File: src/rtl/psone_frame_tx_if.sv
// Pad-packet input and UART byte-stream output of the frame transmitter.
interface psone_frame_tx_if;
  logic       iBYTE_VLD;
  logic [7:0] iBYTE;
  logic       iPKT_END;
  logic       oTX_ST;
  logic [7:0] oTX_BYTE;
  logic       iTX_BUSY;
  logic       oBUSY;
  logic [7:0] oDROP_CNT;
  logic [7:0] oERR_CNT;

  modport slave (
    input  iBYTE_VLD, iBYTE, iPKT_END, iTX_BUSY,
    output oTX_ST, oTX_BYTE, oBUSY, oDROP_CNT, oERR_CNT
  );

  modport master (
    output iBYTE_VLD, iBYTE, iPKT_END, iTX_BUSY,
    input  oTX_ST, oTX_BYTE, oBUSY, oDROP_CNT, oERR_CNT
  );
endinterface

File: src/rtl/psone_frame_tx.sv
// Ping-pong buffered framer: pad packet in, HDR/LEN/payload/XOR frame out to UART.
module psone_frame_tx #(
  parameter int unsigned PKT_LEN = 9,
  parameter logic [7:0]  HDR     = 8'hA5
) (
  input logic             iCLK,
  input logic             iRESET,
  psone_frame_tx_if.slave bus
);
  localparam logic [3:0] LEN4 = 4'(PKT_LEN);
  localparam logic [7:0] LEN8 = 8'(PKT_LEN);
  localparam logic [4:0] LAST = 5'(PKT_LEN + 2);

  typedef enum logic [2:0] {S_IDLE, S_LOAD, S_START, S_WAIT_HI, S_WAIT_LO} state_t;

  state_t     r_state, w_state_nxt;
  logic [7:0] r_mem [2][PKT_LEN];
  logic [1:0] r_full;
  logic       r_wr_bank, r_rd_bank;
  logic [3:0] r_wr_cnt;
  logic       r_drop, r_ovf;
  logic [7:0] r_drop_cnt, r_err_cnt;
  logic [4:0] r_idx;
  logic [7:0] r_chk;
  logic       r_tx_st;
  logic [7:0] r_tx_byte;

  logic       w_full_wr, w_store, w_drop_eff, w_ovf_eff;
  logic [3:0] w_cnt_eff;
  logic       w_commit, w_drop_evt, w_err_evt;
  logic       w_release, w_chk_en;
  logic [7:0] w_byte;
  logic [3:0] w_pidx;

  // Effective packet status including a byte arriving in the same cycle as the end strobe.
  always_comb begin
    w_full_wr  = r_full[r_wr_bank];
    w_store    = bus.iBYTE_VLD && !w_full_wr && (r_wr_cnt < LEN4);
    w_cnt_eff  = r_wr_cnt + {3'b000, w_store};
    w_drop_eff = r_drop || (bus.iBYTE_VLD && w_full_wr);
    w_ovf_eff  = r_ovf || (bus.iBYTE_VLD && !w_full_wr && (r_wr_cnt >= LEN4));
    w_drop_evt = bus.iPKT_END && w_drop_eff;
    w_err_evt  = bus.iPKT_END && !w_drop_eff && (w_ovf_eff || (w_cnt_eff != LEN4));
    w_commit   = bus.iPKT_END && !w_drop_eff && !w_ovf_eff && (w_cnt_eff == LEN4);
  end

  // Payload storage; contents are don't-care until the bank is marked full.
  always_ff @(posedge iCLK) begin
    if (w_store) r_mem[r_wr_bank][r_wr_cnt] <= bus.iBYTE;
  end

  // Write pointer, byte count, per-packet flags and saturating event counters.
  always_ff @(posedge iCLK or negedge iRESET) begin
    if (!iRESET) begin
      r_wr_bank  <= 1'b0;
      r_wr_cnt   <= '0;
      r_drop     <= 1'b0;
      r_ovf      <= 1'b0;
      r_drop_cnt <= '0;
      r_err_cnt  <= '0;
    end else if (bus.iPKT_END) begin
      r_wr_cnt <= '0;
      r_drop   <= 1'b0;
      r_ovf    <= 1'b0;
      if (w_commit) r_wr_bank <= ~r_wr_bank;
      if (w_drop_evt && (r_drop_cnt != 8'hFF)) r_drop_cnt <= r_drop_cnt + 8'd1;
      if (w_err_evt && (r_err_cnt != 8'hFF)) r_err_cnt <= r_err_cnt + 8'd1;
    end else begin
      r_wr_cnt <= w_cnt_eff;
      r_drop   <= w_drop_eff;
      r_ovf    <= w_ovf_eff;
    end
  end

  // Bank-full flags: commit and release hit different banks and may coincide.
  always_ff @(posedge iCLK or negedge iRESET) begin
    if (!iRESET) begin
      r_full <= '0;
    end else begin
      r_full <= (r_full | ({1'b0, w_commit} << r_wr_bank)) & ~({1'b0, w_release} << r_rd_bank);
    end
  end

  // TX FSM state register.
  always_ff @(posedge iCLK or negedge iRESET) begin
    if (!iRESET) r_state <= S_IDLE;
    else         r_state <= w_state_nxt;
  end

  // TX FSM next-state logic.
  always_comb begin
    w_state_nxt = r_state;
    case (r_state)
      S_IDLE:    if (r_full[r_rd_bank]) w_state_nxt = S_LOAD;
      S_LOAD:    w_state_nxt = S_START;
      S_START:   w_state_nxt = S_WAIT_HI;
      S_WAIT_HI: if (bus.iTX_BUSY) w_state_nxt = S_WAIT_LO;
      S_WAIT_LO: if (!bus.iTX_BUSY) w_state_nxt = (r_idx < LAST) ? S_LOAD : S_IDLE;
      default:   w_state_nxt = S_IDLE;
    endcase
  end

  // TX output decode: frame byte selection, checksum enable and bank release.
  always_comb begin
    w_pidx    = 4'(r_idx - 5'd2);
    w_byte    = r_chk;
    w_chk_en  = 1'b0;
    w_release = (r_state == S_WAIT_LO) && !bus.iTX_BUSY && (r_idx == LAST);
    if (r_idx == 5'd0) begin
      w_byte = HDR;
    end else if (r_idx == 5'd1) begin
      w_byte   = LEN8;
      w_chk_en = 1'b1;
    end else if (r_idx != LAST) begin
      w_byte   = r_mem[r_rd_bank][w_pidx];
      w_chk_en = 1'b1;
    end
  end

  // TX registered outputs, frame index, checksum accumulator and read pointer.
  always_ff @(posedge iCLK or negedge iRESET) begin
    if (!iRESET) begin
      r_idx     <= '0;
      r_chk     <= '0;
      r_tx_st   <= 1'b0;
      r_tx_byte <= '0;
      r_rd_bank <= 1'b0;
    end else begin
      case (r_state)
        S_IDLE: begin
          r_idx <= '0;
          r_chk <= '0;
        end
        S_LOAD: begin
          r_tx_byte <= w_byte;
          r_tx_st   <= 1'b1;
          if (w_chk_en) r_chk <= r_chk ^ w_byte;
        end
        S_START: r_tx_st <= 1'b0;
        S_WAIT_LO: begin
          if (!bus.iTX_BUSY) begin
            if (r_idx < LAST) begin
              r_idx <= r_idx + 5'd1;
            end else begin
              r_idx     <= '0;
              r_rd_bank <= ~r_rd_bank;
            end
          end
        end
        default: ;
      endcase
    end
  end

  assign bus.oTX_ST    = r_tx_st;
  assign bus.oTX_BYTE  = r_tx_byte;
  assign bus.oBUSY     = (r_state != S_IDLE);
  assign bus.oDROP_CNT = r_drop_cnt;
  assign bus.oERR_CNT  = r_err_cnt;
endmodule

File: src/flat_wrapper.sv
// flat-port wrapper written by rule: the top's interface ports become plain ports
module psone_frame_tx_flat 
#(
  parameter int unsigned PKT_LEN = 9,
  parameter logic [7:0]  HDR     = 8'hA5
)
  (iCLK, iRESET, bus_iBYTE_VLD, bus_iBYTE, bus_iPKT_END, bus_iTX_BUSY, bus_oTX_ST, bus_oTX_BYTE, bus_oBUSY, bus_oDROP_CNT, bus_oERR_CNT);
  psone_frame_tx_if bus_i ();
  input logic iCLK;
  input logic iRESET;
  input wire logic [$bits(bus_i.iBYTE_VLD)-1:0] bus_iBYTE_VLD;
  input wire logic [$bits(bus_i.iBYTE)-1:0] bus_iBYTE;
  input wire logic [$bits(bus_i.iPKT_END)-1:0] bus_iPKT_END;
  input wire logic [$bits(bus_i.iTX_BUSY)-1:0] bus_iTX_BUSY;
  output wire logic [$bits(bus_i.oTX_ST)-1:0] bus_oTX_ST;
  output wire logic [$bits(bus_i.oTX_BYTE)-1:0] bus_oTX_BYTE;
  output wire logic [$bits(bus_i.oBUSY)-1:0] bus_oBUSY;
  output wire logic [$bits(bus_i.oDROP_CNT)-1:0] bus_oDROP_CNT;
  output wire logic [$bits(bus_i.oERR_CNT)-1:0] bus_oERR_CNT;
  assign bus_i.iBYTE_VLD = bus_iBYTE_VLD;
  assign bus_i.iBYTE = bus_iBYTE;
  assign bus_i.iPKT_END = bus_iPKT_END;
  assign bus_i.iTX_BUSY = bus_iTX_BUSY;
  assign bus_oTX_ST = bus_i.oTX_ST;
  assign bus_oTX_BYTE = bus_i.oTX_BYTE;
  assign bus_oBUSY = bus_i.oBUSY;
  assign bus_oDROP_CNT = bus_i.oDROP_CNT;
  assign bus_oERR_CNT = bus_i.oERR_CNT;
  psone_frame_tx #(.PKT_LEN(PKT_LEN), .HDR(HDR)) u_core (.iCLK(iCLK), .iRESET(iRESET), .bus(bus_i));
endmodule
File: config.mk
export PLATFORM = sky130hd
export DESIGN_NAME = psone_frame_tx_flat
export DESIGN_NICKNAME = d
export VERILOG_FILES = /design/src/rtl/psone_frame_tx_if.sv /design/src/rtl/psone_frame_tx.sv /design/src/flat_wrapper.sv
export SDC_FILE = /design/constraint.sdc
export NUM_CORES = 1
export LEC_CHECK = 0
export CAP_MARGIN = 5
export CORE_MARGIN = 2
export CORE_UTILIZATION = 37
export CTS_BUF_LIST = sky130_fd_sc_hd__clkbuf_16
export DETAILED_ROUTE_END_ITERATION = 10
export GPL_TIMING_DRIVEN = 0
export HOLD_SLACK_MARGIN = 0.06
export PLACE_DENSITY_LB_ADDON = 0.3
export RECOVER_POWER = 100
export SKIP_CTS_REPAIR_TIMING = 1
export SLEW_MARGIN = 10
export SYNTH_ARGS = -nofsm -noshare
export SYNTH_HDL_FRONTEND = slang
export SYNTH_SLANG_ARGS = --single-unit
File: constraint.sdc
create_clock -name iCLK -period 3.57 [get_ports iCLK]
set_input_delay 0.5355 -clock iCLK [delete_from_list [all_inputs] [get_ports iCLK]]
set_output_delay 0.5355 -clock iCLK [all_outputs]
set_load 0.02 [all_outputs]
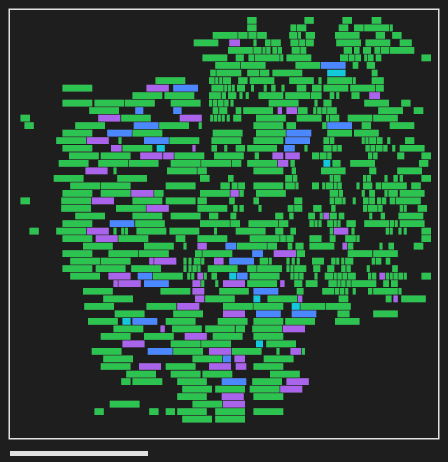
(sizing map)
The bar under the picture is 50 µm long.
Key: x1 and smaller = green [cells 539, share 86%]; x6 and larger = blue [cells 25, share 4.0%]; x3 and x4 = cyan [cells 8, share 1.3%]; x2 = purple [cells 58, share 9.2%]
setup ws final: 256 ps
P&R area growth vs syn: 15.3%
Non-CTS buffers: 67
Design Area, Final: 0.00969 mm²

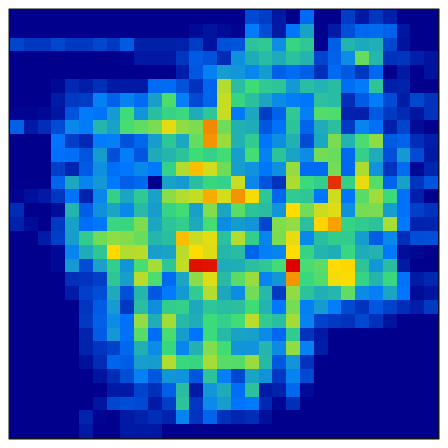
(wire density map)
31 x 31 tiles, from dark blue (low) to red (high), scaled to the fullest tile. Values are wire area over tile area, all layers added.
The densest ninth of the die: middle. 28% of the tiles are nearly empty. 13% of the tiles are over half the peak. The fullest tile reaches 0.52. The emptiest ninth of the die: bottom right. The mean over all tiles is 0.12.
gr usage total: 0.163
Routed WL: 18300 µm
Vias: 4911
DR WL/cell: 20.0 µm

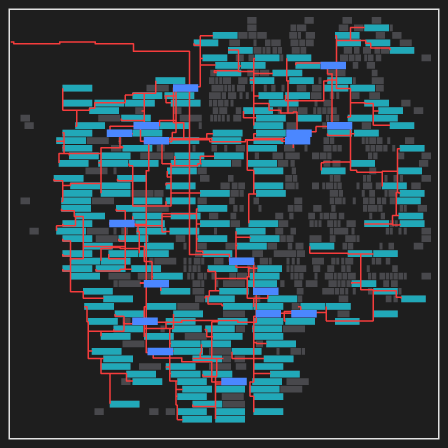
(clock network drawn from the DEF)
Key: flip-flops = cyan [count 195]; clock wires = red [length 2120 µm]; clock-net drivers = blue [count 17]
Position of the flops: widely spread. There are 18 routed clock nets.
Clock power frac: 0.320
Clk. pwr: 1.74 mW
Worst Skew: 12.3 ps

kinds of logic after synthesis:
kind of cell	Yosys count
AOI/OAI and AO/OA	81
xor gates and xnor gates	22
adders and majority gates	10
buffers and inverters	34
DFF	195
muxes	63
and+or+nand+nor	153
per-layer routing:
metal,wire [µm],global-route usage,vias up
li1,-,-,2259
met1,8370,0.222,2519
met2,8840,0.261,116
met3,798,0.0311,17
met4,338,0.0600,0
met5,0,0,-
power groups by stage:
stage / Sequential (mW) / Combinational (mW) / Clock [mW]
finish: 2.67 / 1.02 / 1.74
global route: 2.69 / 1.12 / 1.85
CTS: 2.67 / 1.05 / 1.77
detailed placement: 2.72 / 1.05 / 0
global placement: 2.71 / 1.02 / 0
floorplan: 2.77 / 0.581 / 0
==> metrics.yaml <==
drt:
  drtPass1Iterations: 5
  drc: 0
  drt_first_iter_violations: 253
synthesis:
  mux_share: 0.119
  edf_count: 144
  synthXorXnorAreaFrac: 0.0229
  top_cell_area_share: 0.515
  synth-simple-area-share: 0.0929
  async_flop_share: 0.262
  syn_area_per_cell_um2: 15.1
  netlist_instances: 558
  yosysCellCount: 558
  ys_top_cells_by_count: "144 x edfxtp_1, 51 x dfrtp_1, 41 x nand2_1"
  ys_seq_frac: 0.667
  topCombFamilyByArea: "multiplexers"
  yosys_warnings: 0
  ff_type: "edfxtp_1"
  yosysUniqueCellTypes: 58
  top_cell: "edfxtp_1"
  ys_sh_adder: 0.0149
  ys_ff: 195
  largest_area_cell: "edfxtp_1"
  ys_top_cells_by_area: "edfxtp_1 51%, dfrtp_1 15%, mux4_2 7.5%"
  aoi_share: 0.0625
pwr:
  finalPower_mw: 5.42
  power_leakage_nw: 3.45
  combPwrFrac: 0.188
  vdd_ir_drop_max_v: 0.000272
  p_int_mw: 3.86
  power_density_mw_per_mm2: 560
  swShare: 0.287
  switchingPower_mw: 1.56
  power_frac_seq: 0.492
floorplanning:
  num_io_pins: 39
  die_x_um: 155
  num_rows: 55
  chipArea_mm2: 0.0239
  fp_util: 0.375
  tapCellCount: 285
  coreArea_mm2: 0.0224
final_layout:
  fillers: 2032
  non_clock_inverter_count: 7
  seq_cells: 195
  regArea_mm2: 0.00560
  fin_nets: 640
  antenna_cells: 0
  clk_share: 0.0552
  lay_top_count: "edfxtp_1"
  largest_reg_flops: 144
  logic_area_mm2: 0.00263
  num-multi-input-gates: 329
  seq_share: 0.578
  mostFrequentLayoutCells: "144 x edfxtp_1, 51 x dfrtp_1, 41 x nand2_1"
  largestClassByArea: "sequential cells"
  comb_area_share: 0.272
  clkbuf_count: 17
  buffer_area_frac: 0.0553
  final_cells: 915
  drive_gt1_frac: 0.144
  post-route-util: 0.432
worst_setup_path:
  cp-start-kind: "register"
  critPathMaxFanout: 12
  crit_top_cell: "a21oi_1"
  slowest_stage: "or4_1"
  ff2ff_path_depth: 10
  critical_path_required_ps: 3930
  crit_start: "u_core.r_idx[1]"
  crit_type: "register to register"
  crit_family: "simple AND/OR/NAND/NOR gates"
  cp.depth: 10
  worstSetupEndpointType: "register"
  cp-endpoint: "u_core.r_chk[1]"
  crit_chain: "buf_2 -> inv_2 -> ha_1 -> clkbuf_1 -> nand3b_1 -> nand2b_1 -> o221ai_1 -> a21oi_1 -> or4_1 -> a21oi_1"
  reg2reg_from: "u_core.r_idx[1]"
  worstPathArrival_ps: 3670
final_timing:
  setup-tns-final_ps: 0
  whs_ps: 420
  max_freq_ghz: 0.302
  report.final.hold_viol_count: 0
  finalClockPeriodUsage: 0.928
  maxSlewViolCount: 34
  rsz0062_at_grt: "no"
  setup_viol: 0
  relSlewSlack: -0.00774
  worst_pin_slew_ps: 1510
  period_needed_ps: 3310
placed_design:
  dp_slack_ps: 263
  gp_congestion: 0.856
  port_buffers: 37
  post-place-cells: 882
  dpl-instance-area_mm2: 0.00917
  hpwl_um: 12800
job:
  maxCapViolCount: 1
  warnings: 30
global_routing:
  grt_max_degree: 34
  grt_pass1_wl_um: 28600
  grt_pass1_vias: 4941
  grt_overflow: 0
  grt_antenna_before_repair: 0
run_status:
  outcome: "complete, but fails checks"
  violations: "capacitance limit, slew limit"
clocking:
  root_buffer: "clkbuf_16"
  clock_path_buffers: 2
  cts.sinks: 195
  cts_htree_levels: 4
  numCtsBuffers: 17
worst_hold_path:
  worstHoldPathCells: 2
  hp-start: "bus_iTX_BUSY"
  hold_end: "u_core.r_state[1]"
No activity file was given, so power comes from the tool's default toggle rates.
